gate_families.png
(1.5 px per um)
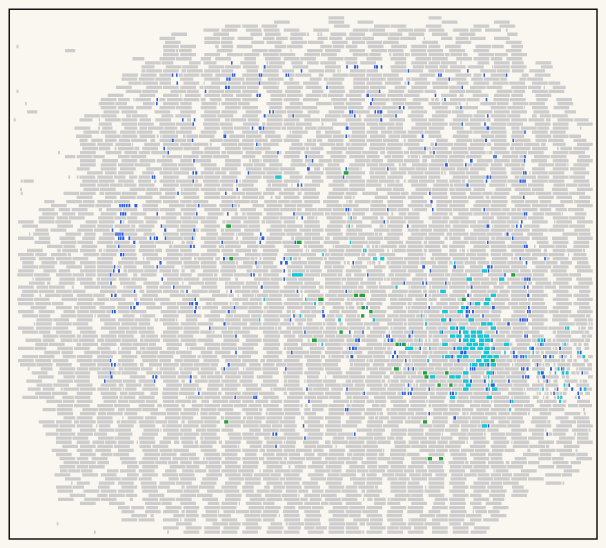
final_congestion.png
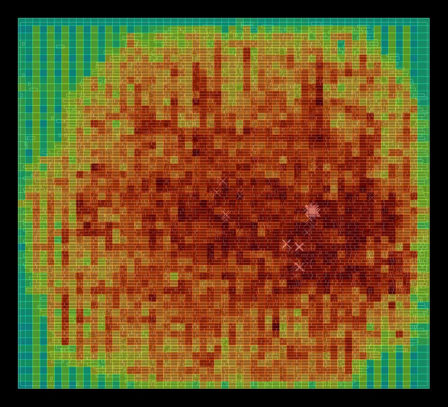
wire_density.png
(1 px per um) The die is cut into 39 by 35 equal tiles; white is low, dark blue is high, scaled to the fullest tile. Values are wire area over tile area, all layers added.
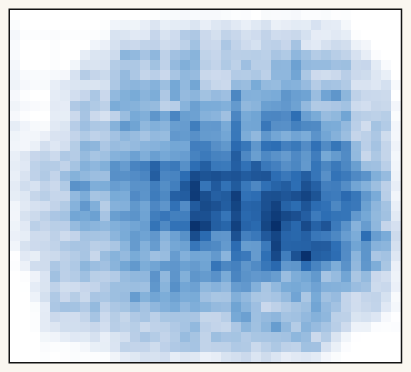
zoom.png
Region (180, 91) to (210, 121) um. Cells in gray, sequential cells in the stronger gray; small squares are vias.
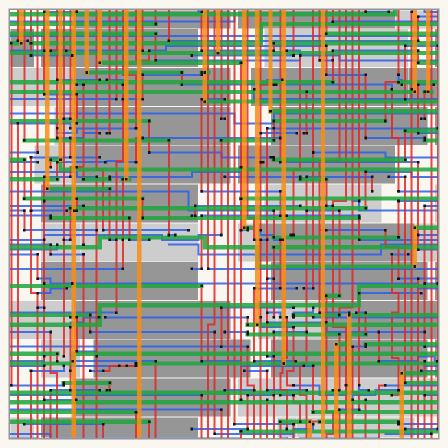
met4.png
(1 px per um) Supply wires on this layer in gray.
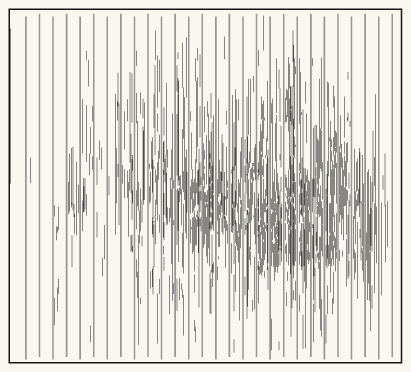
--- src/rtl/dft_piso_loader.sv ---
// Parallel-in/serial-out scan loader: buffers 32-bit words, then shifts nbits onto sout with sen high.
// Define DFT_PISO_MSB_FIRST_EN to shift each word bit31 first (default is bit0 first).
module dft_piso_loader #(
  parameter int DEPTH = 64,
  parameter int CNT_W = 14
) (
  input  logic             clk,
  input  logic             reset,
  input  logic [31:0]      din,
  input  logic             din_val,
  output logic             din_rdy,
  input  logic [CNT_W-1:0] nbits,
  input  logic             op,
  output logic             op_ack,
  output logic             scaning,
  output logic             op_commit,
  output logic             sout,
  output logic             sen
);

  localparam int AW = $clog2(DEPTH);
  localparam logic [AW:0]      FULL     = (AW+1)'(DEPTH);
  localparam logic [CNT_W-1:0] MAX_BITS = CNT_W'(DEPTH * 32);

  typedef enum logic [1:0] {IDLE, SHIFT, COMMIT} state_t;

  state_t           state, state_n;
  logic [31:0]      mem [DEPTH];
  logic [AW:0]      fill, rd_ptr, nxt_ptr;
  logic [4:0]       bit_idx, nxt_idx;
  logic [CNT_W-1:0] remaining, nbits_sat;
  logic             wr_en, start, step, clear;
  logic             sout_n, sen_n, op_ack_n, op_commit_n;
  logic             first_bit, next_bit;

  function automatic logic [4:0] bit_sel(input logic [4:0] idx);
`ifdef DFT_PISO_MSB_FIRST_EN
    return 5'd31 - idx;
`else
    return idx;
`endif
  endfunction

  assign din_rdy   = (state == IDLE) && (fill < FULL);
  assign scaning   = (state == SHIFT);
  assign wr_en     = din_val && din_rdy;
  assign nbits_sat = (nbits > MAX_BITS) ? MAX_BITS : nbits;
  assign nxt_idx   = bit_idx + 5'd1;
  assign nxt_ptr   = rd_ptr + {{AW{1'b0}}, (bit_idx == 5'd31)};

  // The first bit must see a word written in the same cycle as the op.
  always_comb begin
    first_bit = 1'b0;
    if (fill != '0)
      first_bit = mem[0][bit_sel(5'd0)];
    else if (wr_en)
      first_bit = din[bit_sel(5'd0)];
    next_bit = 1'b0;
    if (nxt_ptr < fill)
      next_bit = mem[nxt_ptr[AW-1:0]][bit_sel(nxt_idx)];
  end

  always_ff @(posedge clk or posedge reset) begin
    if (reset) state <= IDLE;
    else       state <= state_n;
  end

  // remaining counts the bits still owed, including the one currently on sout.
  always_comb begin
    state_n     = state;
    sout_n      = 1'b0;
    sen_n       = 1'b0;
    op_ack_n    = 1'b0;
    op_commit_n = 1'b0;
    start       = 1'b0;
    step        = 1'b0;
    clear       = 1'b0;
    case (state)
      IDLE: begin
        if (op) begin
          op_ack_n = 1'b1;
          if (nbits_sat == '0) begin
            op_commit_n = 1'b1;
            clear       = 1'b1;
          end else begin
            state_n = SHIFT;
            start   = 1'b1;
            sen_n   = 1'b1;
            sout_n  = first_bit;
          end
        end
      end
      SHIFT: begin
        if (remaining == CNT_W'(1)) begin
          state_n     = COMMIT;
          op_commit_n = 1'b1;
          clear       = 1'b1;
        end else begin
          step   = 1'b1;
          sen_n  = 1'b1;
          sout_n = next_bit;
        end
      end
      COMMIT:  state_n = IDLE;
      default: state_n = IDLE;
    endcase
  end

  always_ff @(posedge clk or posedge reset) begin
    if (reset) begin
      fill      <= '0;
      rd_ptr    <= '0;
      bit_idx   <= '0;
      remaining <= '0;
      sout      <= 1'b0;
      sen       <= 1'b0;
      op_ack    <= 1'b0;
      op_commit <= 1'b0;
    end else begin
      sout      <= sout_n;
      sen       <= sen_n;
      op_ack    <= op_ack_n;
      op_commit <= op_commit_n;
      if (clear) begin
        fill      <= '0;
        rd_ptr    <= '0;
        bit_idx   <= '0;
        remaining <= '0;
      end else begin
        if (wr_en) fill <= fill + 1'b1;
        if (start) begin
          rd_ptr    <= '0;
          bit_idx   <= '0;
          remaining <= nbits_sat;
        end
        if (step) begin
          rd_ptr    <= nxt_ptr;
          bit_idx   <= nxt_idx;
          remaining <= remaining - 1'b1;
        end
      end
    end
  end

  // Storage needs no reset: fill gates every read.
  always_ff @(posedge clk) begin
    if (wr_en) mem[fill[AW-1:0]] <= din;
  end

endmodule

--- config.mk ---
export PLATFORM = sky130hd
export DESIGN_NAME = dft_piso_loader
export DESIGN_NICKNAME = d
export VERILOG_FILES = /design/src/rtl/dft_piso_loader.sv
export SDC_FILE = /design/constraint.sdc
export NUM_CORES = 2
export LEC_CHECK = 0
export ABC_CLOCK_PERIOD_IN_PS = 4900
export CAP_MARGIN = 30
export CORE_ASPECT_RATIO = 0.9
export CORE_MARGIN = 2
export CORE_UTILIZATION = 60
export DETAILED_ROUTE_END_ITERATION = 8
export GPL_TIMING_DRIVEN = 0
export MAX_ROUTING_LAYER = met4
export PLACE_DENSITY = 0.76
export SLEW_MARGIN = 10
export SYNTH_ARGS = -nofsm -noshare
export SYNTH_HDL_FRONTEND = slang
export SYNTH_SLANG_ARGS = --single-unit
--- constraint.sdc ---
create_clock -name clk -period 4.9 [get_ports clk]
set_clock_uncertainty 0.05 [all_clocks]
set_input_delay 0.98 -clock clk [delete_from_list [all_inputs] [get_ports clk]]
set_output_delay 0.98 -clock clk [all_outputs]
set_load 0.02 [all_outputs]
==> notes.md <==
impl run done, here's what came out: initial drt markers 10,100, Flops after synth 2,087, leading area contributor after synthesis edfxtp_1, Vert. Die Dim 352 um, Area growth, synth to finish 18.2%, post-placement cell area 0.0878 sq mm, FF-to-FF End sout, flip-flops with a built-in enable 2,048, I/O Buffers 55, CP startpoint kind register, Detail Placement HPWL 176 mm, crit share post-route 109%, Clk Latency, worst-skew pair 0.86 ns, Yosys Instances 3,717, Total Power 39.9 mW, Util after Layout 71.5%, Crit. End Element register, Comb area 0.0180 sq mm, status finished, violations left, Synth top cell by count edfxtp_1, die area 0.138 sq mm, fp_density 60.5%, Clock Sinks 2,087, Pins Over Slew Limit 0, failing checks design-rule violations, negative setup slack, CTS hold repair buffers 0, Synth top cells by count edfxtp_1, mux4_2, nand2_1, nor2_1, nand3_1, reg2reg start bit_idx[1], setup slack at placement -1.49 ns, unrepaired setup endpoints after global routing yes, initial antenna violation count 13, leakage power 29.6 nW, top cells, area edfxtp_1, mux4_2, nand2_1, dfrtp_1, mux2i_1, PnR worst setup slack -0.439 ns, worst vdd ir 312 uV, Hold Startpoint din[30], Cell Type Count 63, fillers 7,215, Area leader share 76.1%, tool warnings 30, global-route met1 utilization 52.4%, antenna viol nets, final 0, # placed instances 5,702, grt peak-use layer met2, endpoints failing setup 1, Cell Area, Synth 0.0808 sq mm, Reg clk slew, reported paths 0.07 ns, post-synthesis cell count 3,717, CTS tree yes, R2R Setup Slk -0.44 ns, Nets at Floorplan 3,781, power per cell area 418 mW/mm^2, first-pass GRT wire length 373 mm, CTS max path bufs 3, finished layout cell area 0.0954 sq mm, Tightest Pin Transition 1.17 ns, gr ovfl total 0, synth warn 0, hold path depth 1, vias in the first global route 45,500, vias per cell 7.75, DR pass1 iterations 9, Register Area 0.0625 sq mm, CP Data Required Time 5.49 ns, largest net degree at the start of global routing 61, H-tree depth 4, critical path type register to register, DR DRC count 195, Worst Reg-to-Reg Cells 16, core footprint 0.133 sq mm, Most used DFF post-synth edfxtp_1, Period minus WS final 5.34 ns
Back to the opening pictures, gate_families.png:
| family | color | cells | most used |
|---|---|---|---|
| AND-OR and OR-AND gates | green | 27 | a22o_1 |
| NAND gates | blue | 404 | nand2_1 |
| NOR gates | cyan | 130 | nor2_4 |
logic share of the area: 18.8%
Top cell excl fill/tap: edfxtp_1
Finished Layout Cells: 6,106

Back to the opening pictures, final_congestion.png:
post-DR wirelength/cell: 45.4 um
met3 GRT Util: 18.6%

Back to the opening pictures, wire_density.png:
densest ninth of the die: center
nearly empty tiles: 10%
tiles over half the peak: 29%
fullest tile: 1.0
vias: 47,300
Total GRT Usage: 41.8%
Routed WL: 277 mm

Back to the opening pictures, zoom.png:
| layer | color |
|---|---|
| met2 | red |
| met1 | blue |
| met4 | orange |
| met3 | green |
most frequent: edfxtp_1 (17), mux4_2 (5), nand2_1 (3)
sequential cells in the window: 17
cells with their middle in the window: 32
netlist names of flops here include: `mem` (17)

Back to the opening pictures, met4.png:
share of all routed wire: 8.2%
main direction: vertical
nets with wire on the layer: 395

## worst max-delay path: stages (launching register included)
cell and delay (ns):
dfrtp_1 0.41, ha_2 0.24, and3_1 0.21, ha_1 0.19, ha_2 0.34, buf_2 0.16, buf_12 0.18, buf_16 0.18
buf_16 0.19, mux4_2 0.54, mux4_2 0.53, a22oi_2 0.61, nand3_1 0.18, nand2_1 0.14, nand4_1 0.27, o211ai_1 0.33
o211ai_1 0.33
## kinds of logic after synthesis
family | Yosys count | synth area share, %
compound gates | 217 | 1.97
simple gates | 562 | 3.01
fa+ha+maj | 14 | 0.217
xor+xnor | 16 | 0.192
flops | 2087 | 77.3
buf+inv | 219 | 1.40
mux | 602 | 15.9
## flip-flops by register name, indices dropped and copies added (netlist names), 2 cells and up
name       flops
mem         2048
fill           7
rd_ptr         7
state          2
remaining     14
bit_idx        5
## cell type report
| type | instances | share of cell area, % |
|---|---|---|
| antenna | 19 | 0.0498 |
| buffer | 198 | 2.05 |
| clock buffer | 249 | 5.44 |
| clock inverter | 102 | 0.911 |
| inverter | 20 | 0.0865 |
| multi-input combinational | 1411 | 18.8 |
| sequential | 2087 | 65.5 |
| tap | 1741 | 2.28 |
| timing repair buffer | 279 | 4.90 |
## per-layer routing
| metal | share of wire [%] | wire, um |
|---|---|---|
| met5 | 0 | 0 |
| met4 | 8.2 | 22900 |
| met3 | 19 | 51600 |
| met2 | 42 | 118000 |
| met1 | 31 | 85200 |
## worst max-delay path by stage
| stage | cells past startpoint | slack (ns) | start | endpoint |
|---|---|---|---|---|
| after floorplan | 19 | 0.81 | bit_idx[1] | sout |
| final | 16 | -0.44 | bit_idx[1] | sout |
| after global placement | 5 | -2.45 | din_val | mem[23][6] |
| after detailed placement | 17 | -1.49 | bit_idx[1] | sout |
| after CTS | 16 | 0.002 | bit_idx[1] | sout |
| after global routing | 19 | -0.13 | bit_idx[1] | sout |
## power by group
group,total [mW],switching (mW),internal [mW],leakage [nW]
combinational,5.22,3.36,1.86,7.78
sequential,19.9,0.156,19.8,18.9
clock,14.8,6.67,8.10,2.96
total,39.9,10.2,29.8,29.6
## what timing repair did
item,CTS,global route
setup endpoints to repair,1,1
buffers inserted,2,29
gates resized,279,81
pin swaps,12,11
## cell usage in the layout, fill, tap and decap left out, drive strengths merged, types with 12 or more instances in the layout
cell           instances
ha                    14
a31oi                 19
nand3                 91
a311oi                12
buf                  383
mux2i                 59
edfxtp              2048
dfrtp                 39
clkbuf               320
a21oi                 24
a22oi                 33
clkinv                83
nor3                  13
and3                  19
inv                   23
bufinv                12
nor2                 106
diode                 19
nand2                280
o21ai                 31
clkdlybuf4s50         23
nand4                 30
a32oi                 30
mux4                 543
No activity file was given, so power comes from the tool's default toggle rates.
